### PDN straps and rails

Scale bar: 50 um. Pins as bars on the die edge.
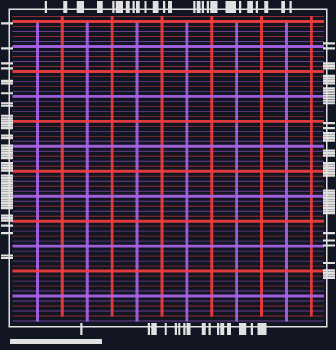
### Cells colored by class

Fill, decap, tap and diode cells in gray.
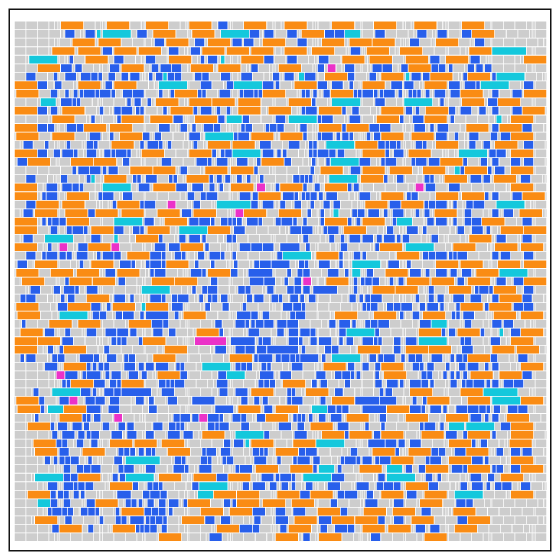
### Routed clock nets over the placement

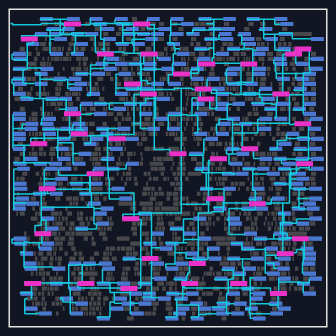
[src/rtl/board_rx_assembler_if.sv]
// rtl/board_rx_assembler_if.sv - UART byte stream in, committed board frame out
interface board_rx_assembler_if;
    logic [7:0]             byte_in;
    logic                   byte_valid;
    logic [8:0][8:0][1:0]   board_out;
    logic                   rx_ready;
    logic                   frame_done;
    logic                   frame_err;
    logic [1:0]             err_code;

    modport master (
        output byte_in, byte_valid,
        input  board_out, rx_ready, frame_done, frame_err, err_code
    );

    modport slave (
        input  byte_in, byte_valid,
        output board_out, rx_ready, frame_done, frame_err, err_code
    );
endinterface

[src/rtl/board_rx_assembler.sv]
// rtl/board_rx_assembler.sv - assembles and checks 9x9 Go board frames from a UART byte stream
module board_rx_assembler #(
    parameter logic [7:0]  SYNC_BYTE      = 8'hA5,
    parameter int unsigned TIMEOUT_CYCLES = 1_000_000
) (
    input  logic                   clk_in,
    input  logic                   reset,
    board_rx_assembler_if.slave    rx
);
    localparam logic [1:0] S_IDLE = 2'd0;
    localparam logic [1:0] S_DATA = 2'd1;
    localparam logic [1:0] S_CSUM = 2'd2;
    localparam int CW = (TIMEOUT_CYCLES > 1) ? $clog2(TIMEOUT_CYCLES) : 1;
    localparam logic [CW-1:0] TMAX = CW'(TIMEOUT_CYCLES - 1);

    logic [1:0]             state_q, state_d;
    logic [4:0]             idx_q, idx_d;
    logic [7:0]             xor_q, xor_d;
    logic                   cerr_q, cerr_d;
    logic [CW-1:0]          cnt_q, cnt_d;
    logic [161:0]           shadow_q, shadow_d;
    logic [8:0][8:0][1:0]   board_q, board_d;
    logic                   ready_q, ready_d;
    logic                   done_q, done_d;
    logic                   ferr_q, ferr_d;
    logic [1:0]             code_q, code_d;

    logic [7:0] b;
    logic       last_byte;
    logic       byte_bad;
    logic       tmo_fire;

    assign b         = rx.byte_in;
    assign last_byte = (idx_q == 5'd20);
    // D20 holds only cell 80; its upper six bits act as mandatory zero padding
    assign byte_bad  = last_byte ? ((b[7:2] != 6'd0) | (&b[1:0]))
                                 : ((&b[1:0]) | (&b[3:2]) | (&b[5:4]) | (&b[7:6]));
    assign tmo_fire  = (TIMEOUT_CYCLES != 0) && (state_q != S_IDLE) && (cnt_q == TMAX);

    always_comb begin
        state_d  = state_q;
        idx_d    = idx_q;
        xor_d    = xor_q;
        cerr_d   = cerr_q;
        cnt_d    = cnt_q;
        shadow_d = shadow_q;
        board_d  = board_q;
        ready_d  = ready_q;
        done_d   = 1'b0;
        ferr_d   = 1'b0;
        code_d   = code_q;
        if (tmo_fire) begin
            // the timeout has priority over a byte landing on the same cycle
            state_d = S_IDLE;
            cnt_d   = '0;
            ferr_d  = 1'b1;
            code_d  = 2'b11;
        end else begin
            case (state_q)
                S_IDLE: begin
                    if (rx.byte_valid && b == SYNC_BYTE) begin
                        state_d = S_DATA;
                        idx_d   = 5'd0;
                        xor_d   = 8'd0;
                        cerr_d  = 1'b0;
                        cnt_d   = '0;
                    end
                end
                S_DATA: begin
                    if (rx.byte_valid) begin
                        if (last_byte) begin
                            shadow_d[161:160] = b[1:0];
                            state_d = S_CSUM;
                        end else begin
                            shadow_d[int'(idx_q)*8 +: 8] = b;
                        end
                        xor_d  = xor_q ^ b;
                        cerr_d = cerr_q | byte_bad;
                        idx_d  = idx_q + 5'd1;
                        cnt_d  = '0;
                    end else begin
                        cnt_d = cnt_q + 1'b1;
                    end
                end
                S_CSUM: begin
                    if (rx.byte_valid) begin
                        state_d = S_IDLE;
                        cnt_d   = '0;
                        if (cerr_q) begin
                            ferr_d = 1'b1;
                            code_d = 2'b10;
                        end else if (xor_q != b) begin
                            ferr_d = 1'b1;
                            code_d = 2'b01;
                        end else begin
                            board_d = shadow_q;
                            done_d  = 1'b1;
                            ready_d = 1'b1;
                            code_d  = 2'b00;
                        end
                    end else begin
                        cnt_d = cnt_q + 1'b1;
                    end
                end
                default: state_d = S_IDLE;
            endcase
        end
    end

    always_ff @(posedge clk_in) begin
        if (reset) begin
            state_q  <= S_IDLE;
            idx_q    <= 5'd0;
            xor_q    <= 8'd0;
            cerr_q   <= 1'b0;
            cnt_q    <= '0;
            shadow_q <= '0;
            board_q  <= '0;
            ready_q  <= 1'b0;
            done_q   <= 1'b0;
            ferr_q   <= 1'b0;
            code_q   <= 2'b00;
        end else begin
            state_q  <= state_d;
            idx_q    <= idx_d;
            xor_q    <= xor_d;
            cerr_q   <= cerr_d;
            cnt_q    <= cnt_d;
            shadow_q <= shadow_d;
            board_q  <= board_d;
            ready_q  <= ready_d;
            done_q   <= done_d;
            ferr_q   <= ferr_d;
            code_q   <= code_d;
        end
    end

    assign rx.board_out  = board_q;
    assign rx.rx_ready   = ready_q;
    assign rx.frame_done = done_q;
    assign rx.frame_err  = ferr_q;
    assign rx.err_code   = code_q;
endmodule

[src/flat_wrapper.sv]
// flat-port wrapper written by rule: the top's interface ports become plain ports
module board_rx_assembler_flat 
#(
    parameter logic [7:0]  SYNC_BYTE      = 8'hA5,
    parameter int unsigned TIMEOUT_CYCLES = 1_000_000
)
  (clk_in, reset, rx_byte_in, rx_byte_valid, rx_board_out, rx_rx_ready, rx_frame_done, rx_frame_err, rx_err_code);
  board_rx_assembler_if rx_i ();
  input  logic clk_in;
  input  logic reset;
  input wire logic [$bits(rx_i.byte_in)-1:0] rx_byte_in;
  input wire logic [$bits(rx_i.byte_valid)-1:0] rx_byte_valid;
  output wire logic [$bits(rx_i.board_out)-1:0] rx_board_out;
  output wire logic [$bits(rx_i.rx_ready)-1:0] rx_rx_ready;
  output wire logic [$bits(rx_i.frame_done)-1:0] rx_frame_done;
  output wire logic [$bits(rx_i.frame_err)-1:0] rx_frame_err;
  output wire logic [$bits(rx_i.err_code)-1:0] rx_err_code;
  assign rx_i.byte_in = rx_byte_in;
  assign rx_i.byte_valid = rx_byte_valid;
  assign rx_board_out = rx_i.board_out;
  assign rx_rx_ready = rx_i.rx_ready;
  assign rx_frame_done = rx_i.frame_done;
  assign rx_frame_err = rx_i.frame_err;
  assign rx_err_code = rx_i.err_code;
  board_rx_assembler #(.SYNC_BYTE(SYNC_BYTE), .TIMEOUT_CYCLES(TIMEOUT_CYCLES)) u_core (.clk_in(clk_in), .reset(reset), .rx(rx_i));
endmodule
[config.mk]
export PLATFORM = sky130hd
export DESIGN_NAME = board_rx_assembler_flat
export DESIGN_NICKNAME = d
export VERILOG_FILES = /design/src/rtl/board_rx_assembler_if.sv /design/src/rtl/board_rx_assembler.sv /design/src/flat_wrapper.sv
export SDC_FILE = /design/constraint.sdc
export NUM_CORES = 1
export LEC_CHECK = 0
export CORE_UTILIZATION = 55
export DETAILED_ROUTE_END_ITERATION = 12
export DONT_BUFFER_PORTS = 1
export MAX_ROUTING_LAYER = met4
export PLACE_DENSITY_LB_ADDON = 0.05
export SLEW_MARGIN = 20
export SYNTH_ARGS = -nofsm -noshare
export SYNTH_HDL_FRONTEND = slang
export SYNTH_SLANG_ARGS = --single-unit
[constraint.sdc]
create_clock -name clk_in -period 7.2 [get_ports clk_in]
set_clock_uncertainty 0.2 [all_clocks]
set_input_delay 1.44 -clock clk_in [delete_from_list [all_inputs] [get_ports clk_in]]
set_output_delay 1.44 -clock clk_in [all_outputs]
set_load 0.05 [all_outputs]
==> summary.txt <==
Latest figures from synthesis and place and route.

The tree is rooted in a sky130_fd_sc_hd__clkbuf_16. Looking at the group totals, the largest power group turns out to be the clock network. The buffer-and-inverter tally for the worst setup path is 1. According to the finish report, the design has a final net count of roughly 1,600. The yosys warning tally is 0.

The synthesized design contains 0 enable-type register cells. The ratio of cells with drive above 1 in the final layout is 18.5%. Synthesis handed over a netlist of 1,694 instances. The slew of the pin with the lowest slew margin is 1.16 ns. On the worst path, the slowest cell contributes a delay of ~0.73 ns. The highest clock frequency the design can meet is approximately 0.23 GHz. Sequential cells consume a total of 2030 uW. In the placement report, post-DP HPWL is listed as 29,200 um. In this run, the number of DRC markers left after iteration 0 of detailed routing was 1,100. The core region is 0.0282 mm2. The sum of met3 wire segment lengths after detailed routing is 3820 um.

The most area-hungry cell type in the Yosys netlist is sky130_fd_sc_hd__dfxtp_1. The flow ran to the end, and the final reports show no timing, DRC or antenna violations. The most used routing layer is met2. In the synthesized netlist the dominant register cell turns out to be sky130_fd_sc_hd__dfxtp_1. The launching element of the worst setup path is u_core.idx_q[0]. The amount of wire on met2 after detailed routing is 20,900 um.

Switching power as a fraction of the total was reported as 21.6%. The number of cells on the worst hold path is listed as 2. By instance count, the leading cell after synthesis is sky130_fd_sc_hd__dfxtp_1. The number of clock buffers in the layout is 62. Of the total power, registers draw 47.1%.

The cell internal power dissipation is 3380 uW. Buffers inserted during clock tree synthesis total 40. The design received a total of 378 well taps at floorplan. At the end of routability-driven placement, the weighted congestion stood at 0.875. The max-slew violation count is 0.

The commonest cells after synthesis are 365 x sky130_fd_sc_hd__dfxtp_1, 271 x sky130_fd_sc_hd__nand2_1, 153 x sky130_fd_sc_hd__a31o_2, 153 x sky130_fd_sc_hd__mux2i_1, 153 x sky130_fd_sc_hd__nor4_1. The final worst hold slack is 0.272 ns. The register bit count reported by yosys is 365. The detail route stage leaves a number of antenna-violating nets equal to 0. The buffering overhead is less than 1%. Summing over every cut layer, the via total after detailed routing is approximately 13,000. Per report_power, the Clock row totals about 2200 uW. Entering global routing, the biggest net connects 180 pins.

The number of rows created at floorplan is 61. TritonCTS built the clock tree. The worst vdd rail ir drop is 170 uV. The height of the die is 172 um. By instance count after routing, the leading logic cell type is sky130_fd_sc_hd__dfxtp_1. The residual overflow from global routing is 0. The final layout reports a setup TNS of 0 ns. met2 track demand over resource after global routing is 48.1%.

The worst setup path is captured at a register. In this run the biggest area consumer among cell types represents 45.9% of the synthesized area. The arrival time reported for the critical path endpoint is 4.52 ns.

The final worst-path cycle share is 59.6%. The launch point of the worst min-delay path is recorded as u_core.shadow_q[52]. In this run the cell area of the synthesized design comes to ~0.016 mm2.

The worst setup slack before clock tree synthesis is 2.62 ns. The critical-path cell with the highest stage delay is sky130_fd_sc_hd__nor4_4. The count of endpoints failing hold in the final timing report is 0. The total instance count after detailed placement is 1,922. Routing resource usage on met1 recorded by global route was 41.1%. The endpoint of the worst register-to-register path is u_core.shadow_q[53].

Per the timing report, the most critical flop-to-flop path originates at u_core.idx_q[0]. The cell that appears most often on the critical path is sky130_fd_sc_hd__ha_1. The type of the worst setup path is register to register. The final report gives the core utilization as just over 60%.

The clock group share of total power is 50.0%. The chip area estimate from yosys synthesis is ~0.016 mm2. Warnings raised by the tools during the run amount to 31. In this run, post-CTS hold repair placed 0 buffers. STA classifies the critical path startpoint as a register.

The wire length per cell is 23.0 um. The final setup violation count is 0. The depth of the most critical reg-to-reg path is 9. The worst path meets setup with 2.91 ns of slack. The met3 capacity usage during global routing is under 10%. The reg2reg setup slack is 2.91 ns. The normalized max-slew margin is 22.6%. The endpoint required time on the critical path is between 7 and 8 ns. The kind of cell with the highest combined delay along the critical path is simple AND/OR/NAND/NOR gates.
-- 'PDN straps and rails' (at the start) --
legend:
  VSS:
    color: purple
  VDD:
    color: red
met4 straps: 12
met5 straps: 12

-- 'Cells colored by class' (at the start) --
legend:
  combinational and other logic:
    color: blue
    cells: 1,167
  clock drivers and dummy loads:
    color: cyan
    cells: 73
  other buffers and delay cells:
    color: magenta
    cells: 13
  flops:
    color: orange
    cells: 365

-- 'Routed clock nets over the placement' (at the start) --
legend:
  clock wires:
    color: cyan
    length: 4,290 um
  flip-flops:
    color: blue
    count: 365
  clock drivers:
    color: magenta
    count: 40
flops lie: spread over the die

==> state kept, by name, summed over array words and instances, names as in the netlist <==
name                  flops
u_core.shadow_q         162
u_core.rx.frame_err       1
u_core.xor_q              8
u_core.cerr_q             1
u_core.rx.frame_done      1
u_core.rx.board_out     162
u_core.state_q            2
u_core.cnt_q             20
u_core.rx.err_code        2
u_core.rx.rx_ready        1
u_core.idx_q              5
==> logic make-up after synthesis <==
group	after synthesis	share of synthesized area [%]
flip-flops	365	45.9
AND/OR/NAND/NOR	696	22.9
XOR/XNOR	17	0.935
AND-OR/OR-AND	259	13.3
adder cells (fa/ha/maj)	7	0.550
multiplexers	172	11.0
buffers and inverters	178	5.44
Power figures rest on the tool's default switching activity, not on a simulated workload.
